### Pin map, run 1

Pins as bars across the die edge, other pins in gray.
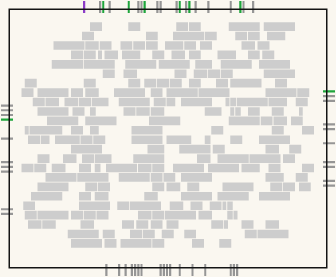
### Sequential cells grouped by signal name, run 1

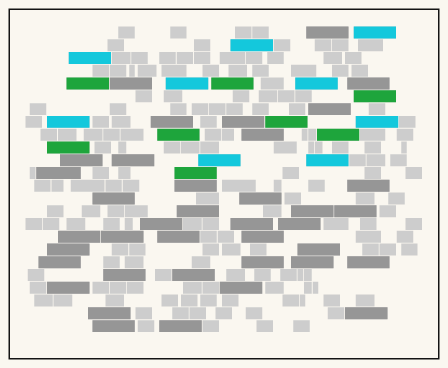
### Selected gate families, run 1

The bar under the picture is 20 µm long.
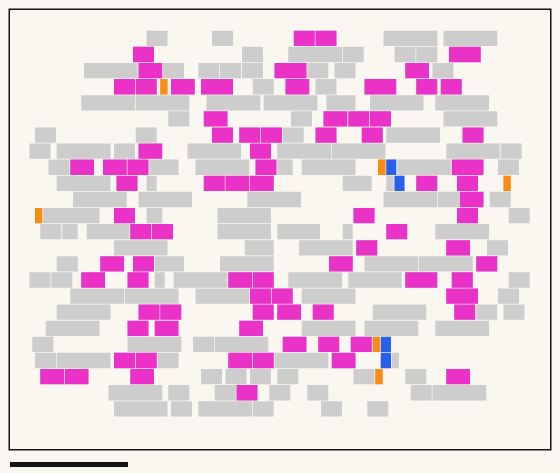
### Signal wires by layer, run 1

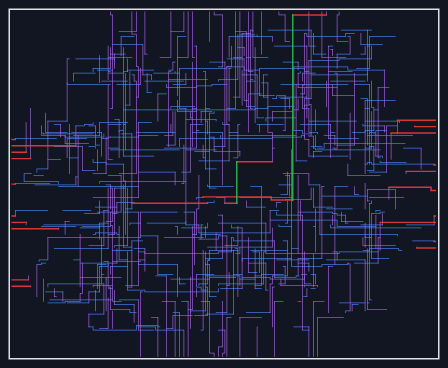
$ cat config.mk
export PLATFORM = sky130hd
export DESIGN_NAME = mux4a2_cond_tx
export DESIGN_NICKNAME = d
export VERILOG_FILES = /design/src/rtl/mux4a2_cond_tx.sv
export SDC_FILE = /design/constraint.sdc
export NUM_CORES = 1
export LEC_CHECK = 0
export CORE_ASPECT_RATIO = 0.8
export CORE_MARGIN = 3
export CORE_UTILIZATION = 41
export CTS_CLUSTER_SIZE = 25
export DETAILED_ROUTE_END_ITERATION = 8
export GPL_ROUTABILITY_DRIVEN = 0
export PLACE_DENSITY = 0.66
export SKIP_LAST_GASP = 1
export SLEW_MARGIN = 20
export SYNTH_ARGS = -nofsm -noshare
export SYNTH_HDL_FRONTEND = slang
export SYNTH_SLANG_ARGS = --single-unit
$ cat constraint.sdc
create_clock -name clk_2f -period 1.75 [get_ports clk_2f]
set_input_delay 0.175 -clock clk_2f [delete_from_list [all_inputs] [get_ports clk_2f]]
set_output_delay 0.175 -clock clk_2f [all_outputs]
set_load 0.02 [all_outputs]
$ cat src/rtl/mux4a2_cond_tx.sv
// Transmit-side 4-to-2 lane serializer: four 8-bit lanes captured every other clk_2f edge,
// interleaved onto two output lanes at full clk_2f rate with per-slot valid and data hold.

module mux4a2_cond_pair (
    input  logic       clk_2f,
    input  logic       reset,
    input  logic       capture_i,
    input  logic       valid_a_i,
    input  logic [7:0] data_a_i,
    input  logic       valid_b_i,
    input  logic [7:0] data_b_i,
    output logic       valid_o,
    output logic [7:0] data_o
);

    typedef struct packed {
        logic       valid;
        logic [7:0] data;
    } slot_t;

    slot_t      hold_a_q, hold_a_d;
    slot_t      hold_b_q, hold_b_d;
    slot_t      emit_slot;
    logic       valid_q, valid_d;
    logic [7:0] data_q, data_d;

    // NOTE: every always_comb output gets a default first so no path can infer a latch.
    always_comb begin
        hold_a_d  = hold_a_q;
        hold_b_d  = hold_b_q;
        emit_slot = capture_i ? hold_b_q : hold_a_q;
        if (capture_i) begin
            hold_a_d = {valid_a_i, data_a_i};
            hold_b_d = {valid_b_i, data_b_i};
        end
        valid_d = emit_slot.valid;
        data_d  = emit_slot.valid ? emit_slot.data : data_q;
    end

    // NOTE: non-blocking updates make the B emit on a capture edge see the pre-edge
    // hold_b_q, while the same edge loads the new capture into the holds.
    always_ff @(posedge clk_2f or posedge reset) begin
        if (reset) begin
            hold_a_q <= '0;
            hold_b_q <= '0;
            valid_q  <= 1'b0;
            data_q   <= 8'h00;
        end else begin
            hold_a_q <= hold_a_d;
            hold_b_q <= hold_b_d;
            valid_q  <= valid_d;
            data_q   <= data_d;
        end
    end

    assign valid_o = valid_q;
    assign data_o  = data_q;

endmodule

module mux4a2_cond_tx (
    input  logic       clk_2f,
    input  logic       reset,
    input  logic       valid_in0,
    input  logic       valid_in1,
    input  logic       valid_in2,
    input  logic       valid_in3,
    input  logic [7:0] data_in0,
    input  logic [7:0] data_in1,
    input  logic [7:0] data_in2,
    input  logic [7:0] data_in3,
    output logic       validout0,
    output logic       validout1,
    output logic [7:0] dataout0,
    output logic [7:0] dataout1,
    output logic       lane_sel
);

    // Capture edges alternate with A-emit edges; the first edge after reset captures.
    typedef enum logic {
        PH_CAPTURE = 1'b0,
        PH_EMIT_A  = 1'b1
    } phase_t;

    phase_t phase_q, phase_d;
    logic   lane_sel_q, lane_sel_d;
    logic   capture;

    always_comb begin
        phase_d    = PH_CAPTURE;
        lane_sel_d = 1'b0;
        case (phase_q)
            PH_CAPTURE: begin
                phase_d    = PH_EMIT_A;
                lane_sel_d = 1'b1;
            end
            PH_EMIT_A: begin
                phase_d    = PH_CAPTURE;
                lane_sel_d = 1'b0;
            end
            default: begin
                phase_d    = PH_CAPTURE;
                lane_sel_d = 1'b0;
            end
        endcase
    end

    always_ff @(posedge clk_2f or posedge reset) begin
        if (reset) begin
            phase_q    <= PH_CAPTURE;
            lane_sel_q <= 1'b0;
        end else begin
            phase_q    <= phase_d;
            lane_sel_q <= lane_sel_d;
        end
    end

    assign capture  = (phase_q == PH_CAPTURE);
    assign lane_sel = lane_sel_q;

    mux4a2_cond_pair u_pair0 (
        .clk_2f    (clk_2f),
        .reset     (reset),
        .capture_i (capture),
        .valid_a_i (valid_in0),
        .data_a_i  (data_in0),
        .valid_b_i (valid_in1),
        .data_b_i  (data_in1),
        .valid_o   (validout0),
        .data_o    (dataout0)
    );

    mux4a2_cond_pair u_pair1 (
        .clk_2f    (clk_2f),
        .reset     (reset),
        .capture_i (capture),
        .valid_a_i (valid_in2),
        .data_a_i  (data_in2),
        .valid_b_i (valid_in3),
        .data_b_i  (data_in3),
        .valid_o   (validout1),
        .data_o    (dataout1)
    );

endmodule

==> out/notes.md, run 1 <==
- run status: finished, final reports clean
- clock slew at the register clock pins of the worst setup and hold paths: 0.10 ns
- buffers from clock root to sink, at most: 2
- total number of tap cells: 78
- share of total power in the clock network: 27.0%
- via count: 1395
- Clock Buffer Count: 5
- average wire per cell in the routed design: 15.3 µm
- register-to-register setup slack: 0.58 ns
- total setup violations reported at the end of the flow: 0
- crit path buf inv count: 1
- yosys stat chip area: 2380 µm²
- initial antenna violation count: 0
- Layout non-clock buf frac: 20.0%
- area after detailed placement: 3040 µm²
- total overflow reported by the global router: 0
- Clock Latency Late Sink: 0.30 ns
- clock skew: 0.0120 ns
- Flop Count: 55
- Non-clock inverters: 6
- RR Endpoint: u_pair1.data_o[2]
## Picture notes: 'Pin map'
legend:
  `data_in0`:
    color: green
    pins: 8
    direction: input
    edge: 6 top, 1 right, 1 left
  `reset`:
    color: purple
    pins: 1
    direction: input
    edge: top
all pins by edge: 20 top, 17 bottom, 10 right, 10 left

## Picture notes: 'Sequential cells grouped by signal name'
legend:
  `u_pair0.data_o`:
    color: green
    flops: 8
  `u_pair0.hold_a_q`:
    color: cyan
    flops: 9
not colored: 38

## Picture notes: 'Selected gate families'
legend:
  inverting AOI/OAI gates:
    color: blue
    cells: 4
  inverters:
    color: orange
    cells: 6
  multiplexers:
    color: magenta
    cells: 82
    where: spread over the die

## Picture notes: 'Signal wires by layer'
legend:
  met2:
    color: purple
    wire_length: 2370 µm
  met1:
    color: blue
    wire_length: 1940 µm
  met4:
    color: green
    wire_length: 48.3 µm
  met3:
    color: red
    wire_length: 151 µm

-- run 1: metrics by stage --
step / worst slack, ns / std cells
2_1_floorplan: 0.232 / 159
3_3_place_gp: 0.584 / 288
3_5_place_dp: 0.564 / 288
4_1_cts: 0.241 / 296
5_1_grt: 0.200 / 296
6_report: 0.262 / 296
-- run 1: power groups by stage --
stage	logic, mW	registers [mW]	clock network, mW
6_report	0.380	1.42	0.669
2_1_floorplan	0.154	1.47	0
4_1_cts	0.388	1.43	0.694
3_3_place_gp	0.375	1.44	0
3_5_place_dp	0.385	1.45	0
5_1_grt	0.414	1.44	0.759
-- run 1: how the worst min path moves through the flow --
stage | slack (ns) | from | cells past startpoint | to
finish | 0.1 | reset | 2 | u_pair0.hold_a_q[1]
CTS | 0.10 | reset | 2 | u_pair0.hold_a_q[1]
floorplan | 0.31 | valid_in0 | 2 | u_pair0.hold_a_q[8]
global placement | 0.42 | reset | 2 | u_pair0.hold_a_q[6]
global route | 0.10 | reset | 2 | u_pair0.hold_a_q[1]
detailed placement | 0.44 | reset | 2 | u_pair0.hold_b_q[6]
-- run 1: kinds of logic (layout without fill, tap and decap cells) --
family / after synthesis / after routing / synth area share, %
multiplexers: 82 / 82 / 37.4
AND/OR/NAND/NOR: 2 / 2 / 0.315
AND-OR/OR-AND: 4 / 4 / 0.841
flip-flops: 55 / 55 / 57.8
buffers and inverters: 16 / 75 / 3.68
-- run 1: per-layer routing --
layer  routed length, µm  up-vias
met5                   0        -
met4                  48        0
met3                 150        4
met2                2370       26
met1                1940      690
li1                    -      675
-- run 1: synth_stat cells --
master	count	area, µm²
dfrtp_1	55	1380
mux2i_1	48	480
mux2_2	27	304
buf_2	7	35.0
mux2_4	7	105
inv_1	6	22.5
o21ai_0	4	20.0
buf_6	2	22.5
nand2_1	2	7.51
buf_4	1	7.51
## Run 2: what changed since run 1
- CTS_BUF_LIST: default -> sky130_fd_sc_hd__clkbuf_8
### The clock network, run 2

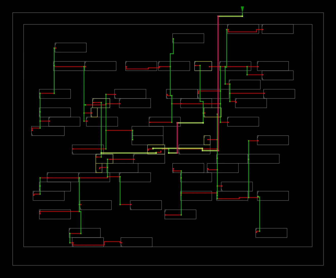
power drawn by the clock network: 669 µW
clock net sink count: 55

==> out/notes.md, run 2 <==
- max_slew headroom: 64.7%, unchanged
- Synth Flop Type: dfrtp_1, unchanged
- total overflow reported by the global router: 0, unchanged
- clock skew: 0.0120 ns, unchanged
- initial antenna violation count: 0, unchanged
- RR Endpoint: u_pair1.data_o[2], unchanged
- Synth area leaders: dfrtp_1, mux2i_1, mux2_2, mux2_4, buf_2, unchanged
- Tightest Pin Transition: 0.529 ns, unchanged
- setup bufs post-CTS: 0, unchanged
- met2 track demand over resource: 24.3%, unchanged
- FFs w/ async S/R, synth: 100%, unchanged
- run status: finished, final reports clean, unchanged
- First DRT Iteration DRCs: 39, unchanged
- list of most frequent post-synthesis cells: dfrtp_1, mux2i_1, mux2_2, unchanged
- post-layout period usage: 85.0%, unchanged
- cts hold-fix bufs: 0, unchanged
- number of flops mapped to enable cells by yosys: 0, unchanged
- via count: 1395, unchanged
- data arrival at the endpoint of the critical path: 1.31 ns, about the same
- Floorplan Utilization: 43.1%, unchanged
- average wire per cell in the routed design: 15.3 µm, unchanged
- accumulated negative setup slack: 0 ns, unchanged
- crit path buf inv count: 1, unchanged
- average cell area after synthesis: 15.0 µm², unchanged
- largest driver fanout on the critical path: 3, unchanged
- Clock Latency Late Sink: 0.30 ns, about the same
- clock slew at the register clock pins of the worst setup and hold paths: 0.10 ns, about the same
- TritonCTS clock tree: done, unchanged
- Antenna Violating Nets Remaining: 0, unchanged
- unique cell type count in the Yosys netlist: 10, unchanged
- Top cell area share: 57.8%, unchanged
- final hold viol count: 0, unchanged
- yosys stat chip area: 2380 µm², unchanged
- min cycle time layout: 1.49 ns, unchanged
- total setup violations reported at the end of the flow: 0, unchanged
- worst hold-check slack: 0.0990 ns, unchanged
- cell type with the largest total area: dfrtp_1, unchanged
- buffers from clock root to sink, at most: 2, unchanged
- vias per std cell: 4.71, unchanged
- Gate Count Post-Synth: 159, unchanged
- synth-to-layout area growth: 31.1%, unchanged
- worst setup timing slack at the placement stage: 0.564 ns, unchanged
- most common cell in the synthesized netlist: dfrtp_1, unchanged
- crit path setup slack, layout: 0.262 ns, unchanged
- register-to-register setup slack: 0.58 ns, about the same
- leading cell types in the layout, fill and taps excluded: clkdlybuf4s50_1, dfrtp_1, mux2i_1, unchanged
- nature of the critical path endpoint: primary output, unchanged
- maximum number of pins on one net before global-route repair: 44, unchanged
- antenna diode count: 0, unchanged
### Selected gate families, run 2

The bar under the picture is 20 µm long.
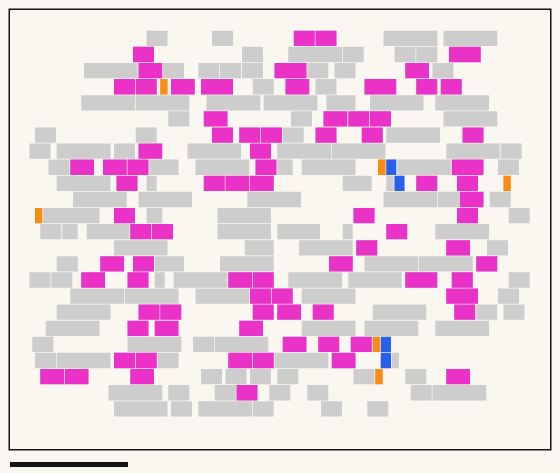
legend:
  inverters:
    color: orange
    cells: 6
  multiplexers:
    color: magenta
    cells: 82
    where: spread over the die
  inverting AOI/OAI gates:
    color: blue
    cells: 4

[run 2: cell counts after synthesis]
Identical to the previous run, type by type.
[run 2: final cells by class]
cell class              instances  area (µm²)  area share (%)
well taps                      78        97.6            3.13
clock buffers                   5        68.8            2.20
repair buffers                 61         623            20.0
clock inverters                 3        15.0           0.481
inverters                       6        22.5           0.721
flip-flops and latches         55        1380            44.1
multi-input cells              88         917            29.4
[run 2: cells by family after synthesis]
logic type             after synthesis  synth area share [%]
multiplexers                        82                  37.4
flip-flops                          55                  57.8
buffers and inverters               16                  3.68
AND-OR/OR-AND                        4                 0.841
AND/OR/NAND/NOR                      2                 0.315
[run 2: worst max-delay path by stage]
stage | end | slack [ns] | depth (start not counted)
after detailed placement | u_pair0.data_o[0] | 0.56 | 2
after global placement | lane_sel | 0.58 | 1
after global routing | dataout0[0] | 0.20 | 1
final | dataout0[0] | 0.26 | 1
after floorplan | lane_sel | 0.23 | 1
after CTS | dataout1[6] | 0.24 | 1
[run 2: per-layer routing]
metal  routed length [µm]  share of wire (%)
met5                    0                  0
met4                   48                1.1
met3                  150                3.3
met2                 2370                 53
met1                 1940                 43
[run 2: metrics by stage]
stage | area (µm²) | cells | utilization (%)
floorplan | 2380 | 159 | -
global placement | 3040 | 288 | 55.0
detailed placement | 3040 | 288 | 55.0
CTS | 3120 | 296 | 56.5
global route | 3120 | 296 | 56.5
finish | 3120 | 296 | 56.5
[run 2: where the power goes]
part           switching (mW)  internal, mW  leakage [nW]  total, mW
Combinational           0.146         0.234         0.837      0.380
Clock                   0.394         0.275        0.0477      0.669
Sequential             0.0726          1.35         0.639       1.42
## Run 3: what changed since run 2
- CTS_CLUSTER_DIAMETER: default -> 100
### Selected gate families, run 3

The bar under the picture is 20 µm long.
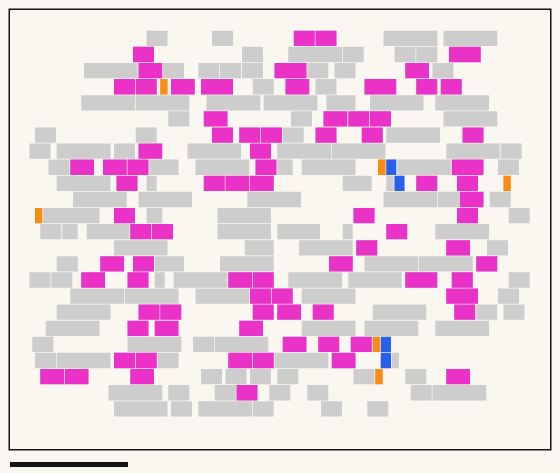
legend:
  inverters:
    color: orange
    cells: 6
  inverting AOI/OAI gates:
    color: blue
    cells: 4
  multiplexers:
    color: magenta
    cells: 82
    where: spread over the die

==> out/notes.md, run 3 <==
- Clock Latency Late Sink: 0.30 ns, about the same
- Top cell area share: 57.8%, unchanged
- crit path buf inv count: 1, unchanged
- buffers from clock root to sink, at most: 2, unchanged
- post-layout period usage: 85.0%, unchanged
- Tightest Pin Transition: 0.529 ns, unchanged
- TritonCTS clock tree: done, unchanged
- Synth Flop Type: dfrtp_1, unchanged
- run status: finished, final reports clean, unchanged
- data arrival at the endpoint of the critical path: 1.31 ns, about the same
- initial antenna violation count: 0, unchanged
- setup bufs post-CTS: 0, unchanged
- xor/xnor share of the synthesized area: 0%, unchanged
- area fraction in compound gates after synthesis: 0.841%, unchanged
- cts hold-fix bufs: 0, unchanged
- cell-internal power: 1.86 mW, unchanged
- worst setup timing slack at the placement stage: 0.564 ns, unchanged
- placed cell count: 288, unchanged
- clock slew at the register clock pins of the worst setup and hold paths: 0.10 ns, about the same
- crit path setup slack, layout: 0.262 ns, unchanged
- min cycle time layout: 1.49 ns, unchanged
- final hold viol count: 0, unchanged
### Sequential cells grouped by signal name, run 3

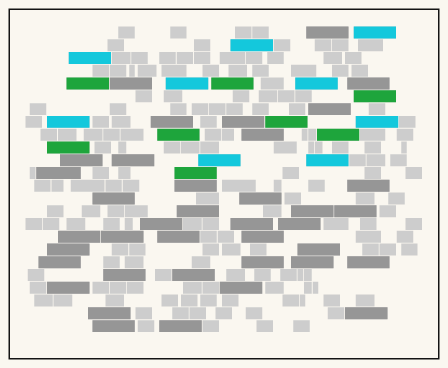
legend:
  `u_pair0.data_o`:
    color: green
    flops: 8
  `u_pair0.hold_a_q`:
    color: cyan
    flops: 9
not colored: 38

run 3: cell counts in the layout (fill, tap and decap cells not counted):
Identical to the previous run, type by type.
run 3: power by group through the flow:
stage / combinational [mW] / clock, mW / sequential, mW
5_1_grt: 0.414 / 0.759 / 1.44
2_1_floorplan: 0.154 / 0 / 1.47
4_1_cts: 0.388 / 0.694 / 1.43
6_report: 0.380 / 0.669 / 1.42
3_5_place_dp: 0.385 / 0 / 1.45
3_3_place_gp: 0.375 / 0 / 1.44
run 3: path summary, 6_finish.rpt:
| path | slack [ns] | cells past startpoint | from | to |
|---|---|---|---|---|
| max reg2reg | 0.58 | 2 | u_pair1.hold_b_q[8] | u_pair1.data_o[2] |
| min | 0.1 | 2 | reset | u_pair0.hold_a_q[1] |
| min in group clk_2f | 0.42 | 3 | valid_in2 | u_pair1.hold_a_q[8] |
| min reg2reg | 0.52 | 1 | u_pair1.hold_a_q[3] | u_pair1.hold_a_q[3] |
| max | 0.26 | 1 | u_pair0.data_o[0] | dataout0[0] |
| max in group asynchronous | 1.19 | 3 | reset | lane_sel |
run 3: layer usage:
layer | vias to the layer above | part of all wire (%) | wire (µm) | global-route usage (%)
met1 | 690 | 43 | 1940 | 18.4
met2 | 26 | 53 | 2370 | 24.3
li1 | 675 | - | - | -
met5 | - | 0 | 0 | 0
met3 | 4 | 3.3 | 150 | 3.44
met4 | 0 | 1.1 | 48 | 5.52
run 3: layout make-up:
cell class	count	area, µm²
clock inverters	3	15.0
inverters	6	22.5
well taps	78	97.6
flip-flops and latches	55	1380
multi-input cells	88	917
repair buffers	61	623
fillers	467	2400
clock buffers	5	68.8
No activity file was given, so power comes from the tool's default toggle rates.
